===== src/rtl/mips_instr_encoder.sv =====
// mips_instr_encoder: turns field-level MIPS requests (op enum + register,
// shamt, immediate and target fields) into 32-bit instruction words and
// streams {address, word} pairs to instruction memory through a small
// output FIFO with a valid/ready handshake on both sides.
// Optional feature macro: ENC_ILLEGAL_TRAP_EN (trap ops >= 27 instead of
// emitting a NOP word).
module mips_instr_encoder #(
    parameter int ADDR_W = 32,
    parameter int FIFO_D = 2
) (
    input  logic              clk,
    input  logic              reset,
    input  logic              start,
    input  logic [ADDR_W-1:0] base_addr,
    input  logic              in_valid,
    output logic              in_ready,
    input  logic              in_last,
    input  logic [4:0]        op,
    input  logic [4:0]        rs,
    input  logic [4:0]        rt,
    input  logic [4:0]        rd,
    input  logic [4:0]        shamt,
    input  logic [15:0]       imm,
    input  logic [25:0]       target,
    output logic              imem_wren,
    input  logic              out_ready,
    output logic [ADDR_W-1:0] imem_addr,
    output logic [31:0]       imem_data,
    output logic              busy,
    output logic              done,
    output logic [15:0]       count,
    output logic              illegal
);
    localparam int PTR_W = (FIFO_D > 1) ? $clog2(FIFO_D) : 1;
    localparam int CNT_W = PTR_W + 1;
    localparam logic [CNT_W-1:0] FULL_CNT = CNT_W'(FIFO_D);

    typedef enum logic [1:0] {S_IDLE, S_RUN, S_DRAIN} state_e;

    typedef enum logic [4:0] {
        OP_ADD  = 5'd0,  OP_SUB   = 5'd1,  OP_SLT  = 5'd2,  OP_SLTU  = 5'd3,
        OP_AND  = 5'd4,  OP_OR    = 5'd5,  OP_NOR  = 5'd6,  OP_XOR   = 5'd7,
        OP_SLL  = 5'd8,  OP_SLLV  = 5'd9,  OP_SRA  = 5'd10, OP_SRAV  = 5'd11,
        OP_SRL  = 5'd12, OP_SRLV  = 5'd13, OP_ADDI = 5'd14, OP_ANDI  = 5'd15,
        OP_SLTI = 5'd16, OP_SLTIU = 5'd17, OP_ORI  = 5'd18, OP_XORI  = 5'd19,
        OP_BGTZ = 5'd20, OP_BLEZ  = 5'd21, OP_BNE  = 5'd22, OP_LW    = 5'd23,
        OP_SW   = 5'd24, OP_BEQ   = 5'd25, OP_J    = 5'd26
    } op_e;

    // Builds the instruction word: R-type for ops 0..13, I-type for 14..25,
    // J/JAL for 26 (rd=31 selects JAL), all-zero NOP for anything else.
    function automatic logic [31:0] encode(
        input logic [4:0]  op_i,
        input logic [4:0]  rs_i,
        input logic [4:0]  rt_i,
        input logic [4:0]  rd_i,
        input logic [4:0]  shamt_i,
        input logic [15:0] imm_i,
        input logic [25:0] target_i
    );
        logic [5:0]  code;
        logic        shift_imm;
        logic [31:0] word;
        code      = 6'h00;
        shift_imm = 1'b0;
        word      = 32'h0;
        case (op_e'(op_i))
            OP_ADD:   code = 6'h20;
            OP_SUB:   code = 6'h22;
            OP_SLT:   code = 6'h2A;
            OP_SLTU:  code = 6'h2B;
            OP_AND:   code = 6'h24;
            OP_OR:    code = 6'h25;
            OP_NOR:   code = 6'h27;
            OP_XOR:   code = 6'h26;
            OP_SLL:   begin code = 6'h00; shift_imm = 1'b1; end
            OP_SLLV:  code = 6'h04;
            OP_SRA:   begin code = 6'h03; shift_imm = 1'b1; end
            OP_SRAV:  code = 6'h07;
            OP_SRL:   begin code = 6'h02; shift_imm = 1'b1; end
            OP_SRLV:  code = 6'h06;
            OP_ADDI:  code = 6'h08;
            OP_ANDI:  code = 6'h0C;
            OP_SLTI:  code = 6'h0A;
            OP_SLTIU: code = 6'h0B;
            OP_ORI:   code = 6'h0D;
            OP_XORI:  code = 6'h0E;
            OP_BGTZ:  code = 6'h07;
            OP_BLEZ:  code = 6'h06;
            OP_BNE:   code = 6'h05;
            OP_LW:    code = 6'h23;
            OP_SW:    code = 6'h2B;
            OP_BEQ:   code = 6'h04;
            OP_J:     code = (rd_i == 5'd31) ? 6'h03 : 6'h02;
            default:  code = 6'h00;
        endcase
        if (op_i <= 5'd13) begin
            // Immediate shifts carry shamt and ignore rs; every other R-type zeroes shamt.
            word = {6'h00, shift_imm ? 5'd0 : rs_i, rt_i, rd_i,
                    shift_imm ? shamt_i : 5'd0, code};
        end else if (op_i <= 5'd25) begin
            word = {code, rs_i,
                    (op_i == OP_BGTZ || op_i == OP_BLEZ) ? 5'd0 : rt_i, imm_i};
        end else if (op_i == OP_J) begin
            word = {code, target_i};
        end
        return word;
    endfunction

    state_e              state_q, state_d;
    logic [ADDR_W-1:0]   addr_ctr_q, addr_ctr_d;
    logic [15:0]         count_q, count_d;
    logic                illegal_q, illegal_d;
    logic                done_q, done_d;
    logic [PTR_W-1:0]    head_q, head_d, tail_q, tail_d;
    logic [CNT_W-1:0]    cnt_q, cnt_d;
    logic [ADDR_W-1:0]   last_addr_q, last_addr_d;
    logic [31:0]         last_data_q, last_data_d;
    logic [ADDR_W-1:0]   fifo_addr_q [FIFO_D];
    logic [31:0]         fifo_data_q [FIFO_D];

    logic        accept, push, pop, trap;
    logic [31:0] enc_word;

`ifdef ENC_ILLEGAL_TRAP_EN
    assign trap = (op >= 5'd27);
`else
    assign trap = 1'b0;
`endif

    // Handshake decode; in_ready depends on registered state only.
    assign in_ready  = (state_q == S_RUN) && (cnt_q < FULL_CNT);
    assign accept    = in_valid && in_ready;
    assign push      = accept && !trap;
    assign imem_wren = (cnt_q != '0);
    assign pop       = imem_wren && out_ready;
    assign enc_word  = encode(op, rs, rt, rd, shamt, imm, target);

    assign imem_addr = imem_wren ? fifo_addr_q[head_q] : last_addr_q;
    assign imem_data = imem_wren ? fifo_data_q[head_q] : last_data_q;
    assign busy      = (state_q != S_IDLE);
    assign done      = done_q;
    assign count     = count_q;
    assign illegal   = illegal_q;

    // Next-state, address/count bookkeeping and FIFO pointer updates.
    always_comb begin
        // NOTE: every variable gets a default first so no path leaves it unassigned (no latches).
        state_d     = state_q;
        addr_ctr_d  = addr_ctr_q;
        count_d     = count_q;
        illegal_d   = illegal_q;
        done_d      = 1'b0;
        head_d      = head_q;
        tail_d      = tail_q;
        cnt_d       = cnt_q;
        last_addr_d = last_addr_q;
        last_data_d = last_data_q;

        case (state_q)
            S_IDLE: begin
                if (start) begin
                    state_d    = S_RUN;
                    addr_ctr_d = base_addr;
                    count_d    = 16'd0;
                    illegal_d  = 1'b0;
                end
            end
            S_RUN: begin
                if (accept && in_last) state_d = S_DRAIN;
            end
            S_DRAIN: begin
                if (cnt_q == '0) begin
                    state_d = S_IDLE;
                    done_d  = 1'b1;
                end
            end
            default: state_d = S_IDLE;
        endcase

        if (accept && trap) illegal_d = 1'b1;

        if (push) begin
            tail_d     = tail_q + PTR_W'(1);
            addr_ctr_d = addr_ctr_q + ADDR_W'(4);
            if (count_q != 16'hFFFF) count_d = count_q + 16'd1;
        end

        if (pop) begin
            head_d      = head_q + PTR_W'(1);
            last_addr_d = fifo_addr_q[head_q];
            last_data_d = fifo_data_q[head_q];
        end

        case ({push, pop})
            2'b10:   cnt_d = cnt_q + CNT_W'(1);
            2'b01:   cnt_d = cnt_q - CNT_W'(1);
            default: cnt_d = cnt_q;
        endcase
    end

    // Control and status registers with asynchronous reset.
    always_ff @(posedge clk or posedge reset) begin
        // NOTE: sequential state uses non-blocking assignments so all flops update together.
        if (reset) begin
            state_q     <= S_IDLE;
            addr_ctr_q  <= '0;
            count_q     <= '0;
            illegal_q   <= 1'b0;
            done_q      <= 1'b0;
            head_q      <= '0;
            tail_q      <= '0;
            cnt_q       <= '0;
            last_addr_q <= '0;
            last_data_q <= '0;
        end else begin
            state_q     <= state_d;
            addr_ctr_q  <= addr_ctr_d;
            count_q     <= count_d;
            illegal_q   <= illegal_d;
            done_q      <= done_d;
            head_q      <= head_d;
            tail_q      <= tail_d;
            cnt_q       <= cnt_d;
            last_addr_q <= last_addr_d;
            last_data_q <= last_data_d;
        end
    end

    // FIFO storage written on push.
    always_ff @(posedge clk) begin
        // NOTE: storage has no reset; cnt_q and head_q decide validity, so stale entries are never shown.
        if (push) begin
            fifo_addr_q[tail_q] <= addr_ctr_q;
            fifo_data_q[tail_q] <= enc_word;
        end
    end

endmodule


===== config.mk =====
export PLATFORM = sky130hd
export DESIGN_NAME = mips_instr_encoder
export DESIGN_NICKNAME = d
export VERILOG_FILES = /design/src/rtl/mips_instr_encoder.sv
export SDC_FILE = /design/constraint.sdc
export NUM_CORES = 1
export LEC_CHECK = 0
export ABC_AREA = 1
export CORE_MARGIN = 3
export CORE_UTILIZATION = 49
export DETAILED_ROUTE_END_ITERATION = 16
export GPL_TIMING_DRIVEN = 0
export MAX_ROUTING_LAYER = met4
export PLACE_DENSITY = 0.78
export SYNTH_ARGS = -nofsm -noshare
export SYNTH_HDL_FRONTEND = slang
export SYNTH_SLANG_ARGS = --single-unit

===== constraint.sdc =====
create_clock -name clk -period 4.45 [get_ports clk]
set_clock_uncertainty 0.15 [all_clocks]
set_input_delay 1.335 -clock clk [delete_from_list [all_inputs] [get_ports clk]]
set_output_delay 1.335 -clock clk [all_outputs]
set_load 0.05 [all_outputs]

==> Changelog: implementation, run 1 <==
### Metrics

- Run status: complete, no violations
- Area share of the leading cell type in the synthesized netlist: 0.313
- Number of detailed-routing iterations run before antenna repair: 8
- Pleak: 0.00693 uW
- RSZ-0062 raised after global routing: false
- Setup slack on the worst flop-to-flop path: about 1.8 ns
- Filler instances: ~2000
- Switching power summed over all nets: ~5200 uW
- Kind of cell adding the most delay to the critical path: buffers and inverters
- Yosys warns: 0
- Multiplexer share: 0.000827
- Clock group share of total power: 0.187
- Maximum number of pins on one net before global-route repair: 38
- Hold-critical path depth: 0
- WL/cell: about 17 um
- Post-synth seq share: 0.556
- Cell types occupying the most area after synthesis: sky130_fd_sc_hd__edfxtp_1 31%, sky130_fd_sc_hd__dfrtp_1 24%, sky130_fd_sc_hd__nand2_1 19%
- Critical-path top delay cell: sky130_fd_sc_hd__clkdlybuf4s50_1
- # placed instances: approximately 2000
- R2R depth: 10
- Type of the worst setup path: register to output port
- Final number of setup-violating endpoints: 0
- Count of instantiated cells in the yosys netlist: 1493
- Slowest Stage Delay on Critical Path: about 0.85 ns
- Nature of the critical path startpoint: register
- Register share of total power: 0.329
- Area fraction in compound gates after synthesis: 0.0824
- Final Non-Filler Cells: between 2000 and 2500
- Clock Pin Slew Worst Setup and Hold Paths: 0.06 ns
- Total number of H-tree levels: 1
- TritonCTS clock tree: built
- Achievable frequency: approximately 230 MHz
- Combinational logic power: 5290 uW
- Worst vdd ir: roughly 570 uV
- Port bufs: between 150 and 200
## run 1: layout by cell type (no fill, tap or decap), types with 3 or more instances in the layout
master	instances
sky130_fd_sc_hd__o21ai_0	157
sky130_fd_sc_hd__nor2_1	98
sky130_fd_sc_hd__buf_6	4
sky130_fd_sc_hd__buf_12	7
sky130_fd_sc_hd__nand2_1	612
sky130_fd_sc_hd__xnor2_1	5
sky130_fd_sc_hd__o211ai_1	7
sky130_fd_sc_hd__clkbuf_1	35
sky130_fd_sc_hd__xor2_1	5
sky130_fd_sc_hd__nor3_1	9
sky130_fd_sc_hd__nand3_1	88
sky130_fd_sc_hd__a22oi_1	4
sky130_fd_sc_hd__buf_2	16
sky130_fd_sc_hd__or2_2	3
sky130_fd_sc_hd__buf_4	7
sky130_fd_sc_hd__clkinv_1	7
sky130_fd_sc_hd__dfrtp_1	118
sky130_fd_sc_hd__clkbuf_2	6
sky130_fd_sc_hd__clkinv_2	6
sky130_fd_sc_hd__nor2_4	5
sky130_fd_sc_hd__a21oi_1	10
sky130_fd_sc_hd__nand2_2	5
sky130_fd_sc_hd__inv_2	7
sky130_fd_sc_hd__dlygate4sd2_1	51
sky130_fd_sc_hd__inv_1	133
sky130_fd_sc_hd__nand4_1	8
sky130_fd_sc_hd__nor2_2	5
sky130_fd_sc_hd__clkdlybuf4s50_1	122
sky130_fd_sc_hd__clkbuf_16	27
sky130_fd_sc_hd__ha_1	3
sky130_fd_sc_hd__edfxtp_1	126
sky130_fd_sc_hd__dlymetal6s2s_1	11
## run 1: flip-flops by register name (all words and copies together), names as in the netlist
register and flops:
done 1, count 16, fifo_addr_q 64, last_data_q 31
head_q 1, state_q 2, tail_q 1, addr_ctr_q 32
fifo_data_q 62, last_addr_q 32, cnt_q 2
## run 1: metal layers
metal,up-vias,share of wire,GRT usage
met5,-,0,-
met4,0,0.039,0.103
met3,92,0.071,0.0337
met2,464,0.48,0.436
met1,5135,0.41,0.339
li1,5234,-,-
## run 1: worst max-delay path by stage
stage	end	start	depth (start not counted)
CTS	imem_data[28]	head_q	7
global placement	fifo_addr_q[0][15]	in_valid	5
detailed placement	imem_addr[13]	head_q	8
global route	imem_wren	cnt_q[1]	5
floorplan	fifo_addr_q[0][0]	in_valid	4
finish	imem_wren	cnt_q[1]	5
## run 1: final cells by class
| class | count | share of cell area |
|---|---|---|
| plain buffers | 63 | 0.0210 |
| clock buffers | 34 | 0.0459 |
| clock inverters | 14 | 0.00582 |
| inverters | 142 | 0.0352 |
| multi-input cells | 1044 | 0.297 |
| flip-flops and latches | 244 | 0.441 |
| well taps | 319 | 0.0261 |
| repair buffers | 192 | 0.128 |
## run 1: per-stage QoR
stage	util	TNS [ns]	setup slack, ns
3_5_place_dp	0.608	0	0.136
5_1_grt	0.639	0	0.0103
3_3_place_gp	0.601	-319.74	-2.55
4_1_cts	0.638	0	0.00140
2_1_floorplan	-	-72.65	-0.577
6_report	0.639	0	0.139
## run 1: what timing repair did
item	in CTS	in global routing
gates resized	55	18
setup buffers	0	0
endpoints found under the setup margin	61	18
### Metal 2, run 1

(2 px per um)
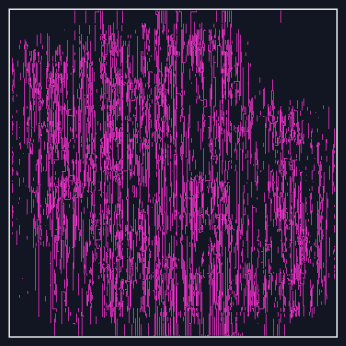
share of all routed wire	48%
main direction	vertical
wire length on this layer	16700 um
longest straight run	80.9 um
total wire length after detailed routing: 34.6 mm
M2 GR Usage: 0.436
total number of vias: 10900

### The clock network, run 1

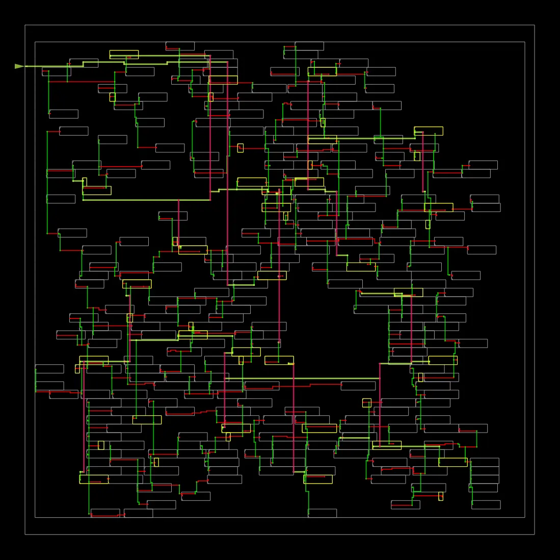
total clock buffers created by CTS: 26
worst-skew pair later-pin latency: 0.53 ns
TritonCTS sink count: 244

### Cell area per tile, run 1

(2 px per um) The die is cut into 16 by 16 equal tiles; black is low, pale yellow is high, 0 to 100% covered.
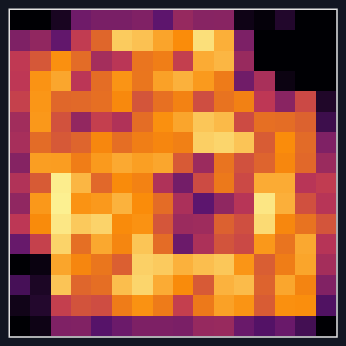
mean over tiles	56%
fullest tile	97%
tiles over 75% full	28%

==> run 2: changes to the inputs <==
--- a/config.mk
+++ b/config.mk
@@ -6,6 +6,7 @@
 export NUM_CORES = 1
 export LEC_CHECK = 0
 export ABC_AREA = 1
+export CAP_MARGIN = 40
 export CORE_MARGIN = 3
 export CORE_UTILIZATION = 49
 export DETAILED_ROUTE_END_ITERATION = 16
### Metal 2, run 2

(2 px per um)
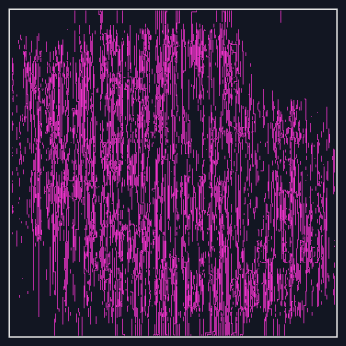
main direction	vertical
longest straight run	61.9 um
share of all routed wire	49%

==> Changelog: implementation, run 2 <==
### Metrics

- Pleak: a little under 0.007 uW
- TritonCTS clock tree: built
- WL/cell: between 15 and 20 um
- TritonCTS sink count: about 240
- Critical-path top delay cell: sky130_fd_sc_hd__dfrtp_1
- Post-synth seq share: 0.556
- Registers with the most flip-flops: fifo_addr_q (64), fifo_data_q (62)
- Maximum number of pins on one net before global-route repair: 37
- Area share of the leading cell type in the synthesized netlist: 0.313
- Top routing layer in use: met4
- Setup tns final: 0 ns
- Flip-flop count of the largest register after layout: about 64
- Start point of the critical path: head_q
- Slowest Stage Delay on Critical Path: between 0.5 and 0.6 ns
- Count of instantiated cells in the yosys netlist: around 1500
- Type of the worst setup path: register to output port
- Area fraction in compound gates after synthesis: 0.0824
- Amount of wire on met2 after detailed routing: between 15 and 20 mm
- Nature of the critical path startpoint: register
- Register with the most flip-flops: fifo_addr_q
- Number of buffers added for setup after CTS: 0
- Port bufs: about 190
- Number of detailed-routing iterations run before antenna repair: 5
- Met1 routed wirelength after detailed routing: approximately 14 mm
- Yosys warns: 0
- Total wire length after detailed routing: 35.0 mm
- Total clock buffers created by CTS: 27
- Cell types occupying the most area after synthesis: sky130_fd_sc_hd__edfxtp_1 31%, sky130_fd_sc_hd__dfrtp_1 24%, sky130_fd_sc_hd__nand2_1 19%
- R2R depth: 10
- Worst vdd ir: around 530 uV
- Setup slack on the worst flop-to-flop path: approximately 1.8 ns
- Total number of vias: about 11000
- Run status: complete, no violations
- Kind of cell adding the most delay to the critical path: buffers and inverters
- Achievable frequency: 232 MHz
### Cell area per tile, run 2

(2 px per um) The die is cut into 16 by 16 equal tiles; black is low, pale yellow is high, 0 to 100% covered.
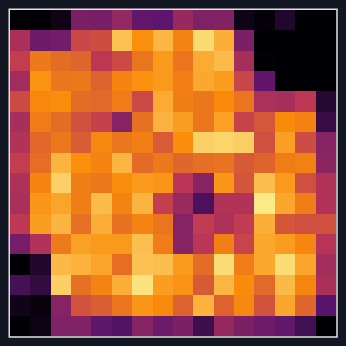
nearly empty tiles	7.4%
tiles over 75% full	27%
emptiest ninth of the die	top right
fullest tile	96%

[run 2: cell counts after synthesis]
Identical to the previous run, type by type.
[run 2: cells by family (layout without fill, tap and decap cells)]
group	count (synthesis)	in the layout
other	1	2
AND-OR/OR-AND	189	189
AND/OR/NAND/NOR	839	839
XOR/XNOR	10	10
adder cells (fa/ha/maj)	3	3
flip-flops	244	244
multiplexers	1	1
buffers and inverters	206	447
[run 2: per-stage QoR]
step                      setup slack (ns)  power (uW)  std cells
final                                0.131       11100       2054
after global routing               -0.0105       11700       2054
after CTS                          0.00654       11100       2054
after detailed placement             0.145        9170       2005
after global placement               -2.55        8980       1998
after floorplan                     -0.577        7170       1494
[run 2: cell type report]
cell class                 instances  area [um^2]
clock buffer                      32          714
inverter                         142          538
clock inverter                    18          154
buffer                            63          320
multi-input combinational       1044         4540
tap                              319          399
sequential                       244         6740
timing repair buffer             192         1940
fill                            1977         8550
[run 2: how the worst max path moves through the flow]
| stage | endpoint | slack, ns | cells after the start |
|---|---|---|---|
| final | imem_addr[29] | 0.13 | 7 |
| after global routing | imem_data[1] | -0.01 | 7 |
| after CTS | imem_data[28] | 0.007 | 6 |
| after detailed placement | imem_addr[13] | 0.14 | 8 |
| after global placement | fifo_addr_q[0][15] | -2.55 | 5 |
| after floorplan | fifo_addr_q[0][0] | -0.58 | 4 |
[run 2: report_power, final]
group	switching (uW)	leakage, uW	internal [uW]
combinational	3920	0.00385	1410
clock	906	0.000410	1260
sequential	454	0.00264	3150
total	5280	0.00690	5820
[run 2: metal layers]
metal | vias up | global-route usage
met2 | 467 | 0.453
li1 | 5232 | -
met4 | 0 | 0.0792
met3 | 65 | 0.0327
met5 | - | -
met1 | 5220 | 0.341
[run 2: repair_timing]
action,CTS,global route
endpoints found under the setup margin,61,14
hold endpoints to repair,0,0
resized,60,22
==> run 3: changes to the inputs <==
--- a/config.mk
+++ b/config.mk
@@ -8,11 +8,12 @@
 export ABC_AREA = 1
 export CAP_MARGIN = 40
 export CORE_MARGIN = 3
-export CORE_UTILIZATION = 49
+export CORE_UTILIZATION = 45
 export DETAILED_ROUTE_END_ITERATION = 16
 export GPL_TIMING_DRIVEN = 0
 export MAX_ROUTING_LAYER = met4
-export PLACE_DENSITY = 0.78
+export PLACE_DENSITY = 0.72
+export SLEW_MARGIN = 10
 export SYNTH_ARGS = -nofsm -noshare
 export SYNTH_HDL_FRONTEND = slang
 export SYNTH_SLANG_ARGS = --single-unit
### The clock network, run 3

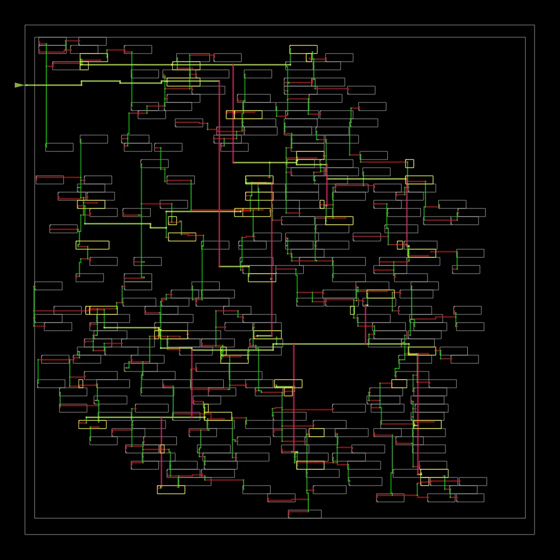
clock network power consumption: 2150 uW
Seq cells: 244
Clock buffer cells: 33

==> Changelog: implementation, run 3 <==
### Metrics

- Achievable frequency: between 200 and 250 MHz
- Type of the worst setup path: register to output port
- Register with the most flip-flops: fifo_addr_q
- Clock Pin Slew Worst Setup and Hold Paths: roughly 0.060 ns
- Port bufs: 185
- TritonCTS clock tree: built
- Sequential cell area in the final layout: between 6000 and 7000 um^2
- WL/cell: 16.4 um
- Nature of the critical path startpoint: register
- Most frequent cells in the layout: 612 x sky130_fd_sc_hd__nand2_1, 157 x sky130_fd_sc_hd__o21ai_0, 133 x sky130_fd_sc_hd__inv_1
- Yosys warns: 0
- TritonCTS sink count: approximately 240
- Run status: complete, no violations
- Setup tns final: 0 ns
- Maximum number of pins on one net before global-route repair: 34
- Registers with the most flip-flops: fifo_addr_q (64), fifo_data_q (62)
- Most frequent standard cell in the layout excluding fill and tap cells: sky130_fd_sc_hd__nand2_1
- Total number of vias: around 11000
- Final Util: 0.585
- Count of instantiated cells in the yosys netlist: ~1500
- Filler instances: 2360
- Pleak: approximately 0.007 uW
- Cell types occupying the most area after synthesis: sky130_fd_sc_hd__edfxtp_1 31%, sky130_fd_sc_hd__dfrtp_1 24%, sky130_fd_sc_hd__nand2_1 19%
- Worst-skew pair later-pin latency: 0.53 ns
- Total clock buffers created by CTS: 26
- Slowest Stage Delay on Critical Path: ~0.59 ns
### Where the registers sit, run 3

(2 px per um) Other sequential cells in the stronger gray, the rest of the logic in the fainter gray.
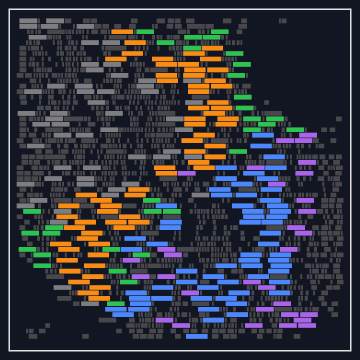
color	netlist name	placed flops
orange	fifo_addr_q	64
green	last_addr_q	32
purple	last_data_q	31
blue	fifo_data_q	62
not colored	55

## run 3: cell count changes in the layout (fill, tap and decap cells not counted)
cell	previous run	this run
sky130_fd_sc_hd__clkdlybuf4s50_1	126	121
sky130_fd_sc_hd__dlymetal6s2s_1	7	10
sky130_fd_sc_hd__clkbuf_2	8	5
sky130_fd_sc_hd__clkinv_1	4	3
sky130_fd_sc_hd__buf_16	0	1
sky130_fd_sc_hd__clkinvlp_4	7	8
sky130_fd_sc_hd__clkinv_2	6	4
sky130_fd_sc_hd__buf_12	7	6
sky130_fd_sc_hd__clkdlybuf4s15_2	2	0
sky130_fd_sc_hd__clkdlybuf4s15_1	2	0
sky130_fd_sc_hd__inv_6	1	0
sky130_fd_sc_hd__buf_1	2	4
sky130_fd_sc_hd__dlygate4sd2_1	46	54
## run 3: area by class of cell
| class | instances | share of cell area |
|---|---|---|
| Clock inverter | 15 | 0.00904 |
| Tap cell | 335 | 0.0273 |
| Timing Repair Buffer | 192 | 0.127 |
| Sequential cell | 244 | 0.438 |
| Multi-Input combinational cell | 1044 | 0.295 |
| Clock buffer | 33 | 0.0467 |
| Inverter | 142 | 0.0350 |
| Buffer | 63 | 0.0208 |
## run 3: worst paths after layout
path | end | slack [ns] | cells past startpoint
worst max-delay path | imem_addr[12] | 0.15 | 6
worst min-delay path | fifo_addr_q[0][0] | 0.33 | 0
worst max register to register | fifo_data_q[1][13] | 1.83 | 7
worst min register to register | fifo_addr_q[0][0] | 0.33 | 0
max in group asynchronous | last_addr_q[28] | 2.19 | 4
min in group asynchronous | last_addr_q[4] | 1.11 | 2
## run 3: per-stage QoR
step	setup slack [ns]	hold slack (ns)	instances	total power [uW]
finish	0.154	0.327	2068	11000
global placement	-2.91	0.301	2014	9030
global route	0.000416	0.338	2068	11700
floorplan	-0.577	0.292	1494	7170
detailed placement	0.163	0.314	2021	9150
CTS	0.00470	0.330	2068	11100
## run 3: per-layer routing
layer | vias to the layer above | routed length [um] | global-route usage
met2 | 415 | 16100 | 0.394
met3 | 54 | 2210 | 0.0276
li1 | 5227 | - | -
met1 | 5078 | 15000 | 0.324
met5 | - | 0 | -
met4 | 0 | 736 | 0.0589
## run 3: where the power goes
group          total [uW]  switching (uW)  internal (uW)
registers            3590             441           3150
clock network        2150             893           1260
logic                5270            3880           1390
total               11000            5220           5800
## run 3: cell families (layout without fill, tap and decap cells)
group	count (synthesis)	in the layout	share of synthesized area
other	1	2	0.000310
adder cells (fa/ha/maj)	3	3	0.00310
XOR/XNOR	10	10	0.00723
multiplexers	1	1	0.000827
AND/OR/NAND/NOR	839	839	0.279
flip-flops	244	244	0.556
buffers and inverters	206	445	0.0703
AND-OR/OR-AND	189	189	0.0824
## run 3: repair_timing
item | in CTS | in global routing
cloned | 0 | 0
setup endpoints to repair | 61 | 10
resized | 58 | 13
pin swaps | 0 | 0
buffers inserted | 0 | 0
hold buffers | 0 | 0
Power is estimated from default activity; no workload was simulated.
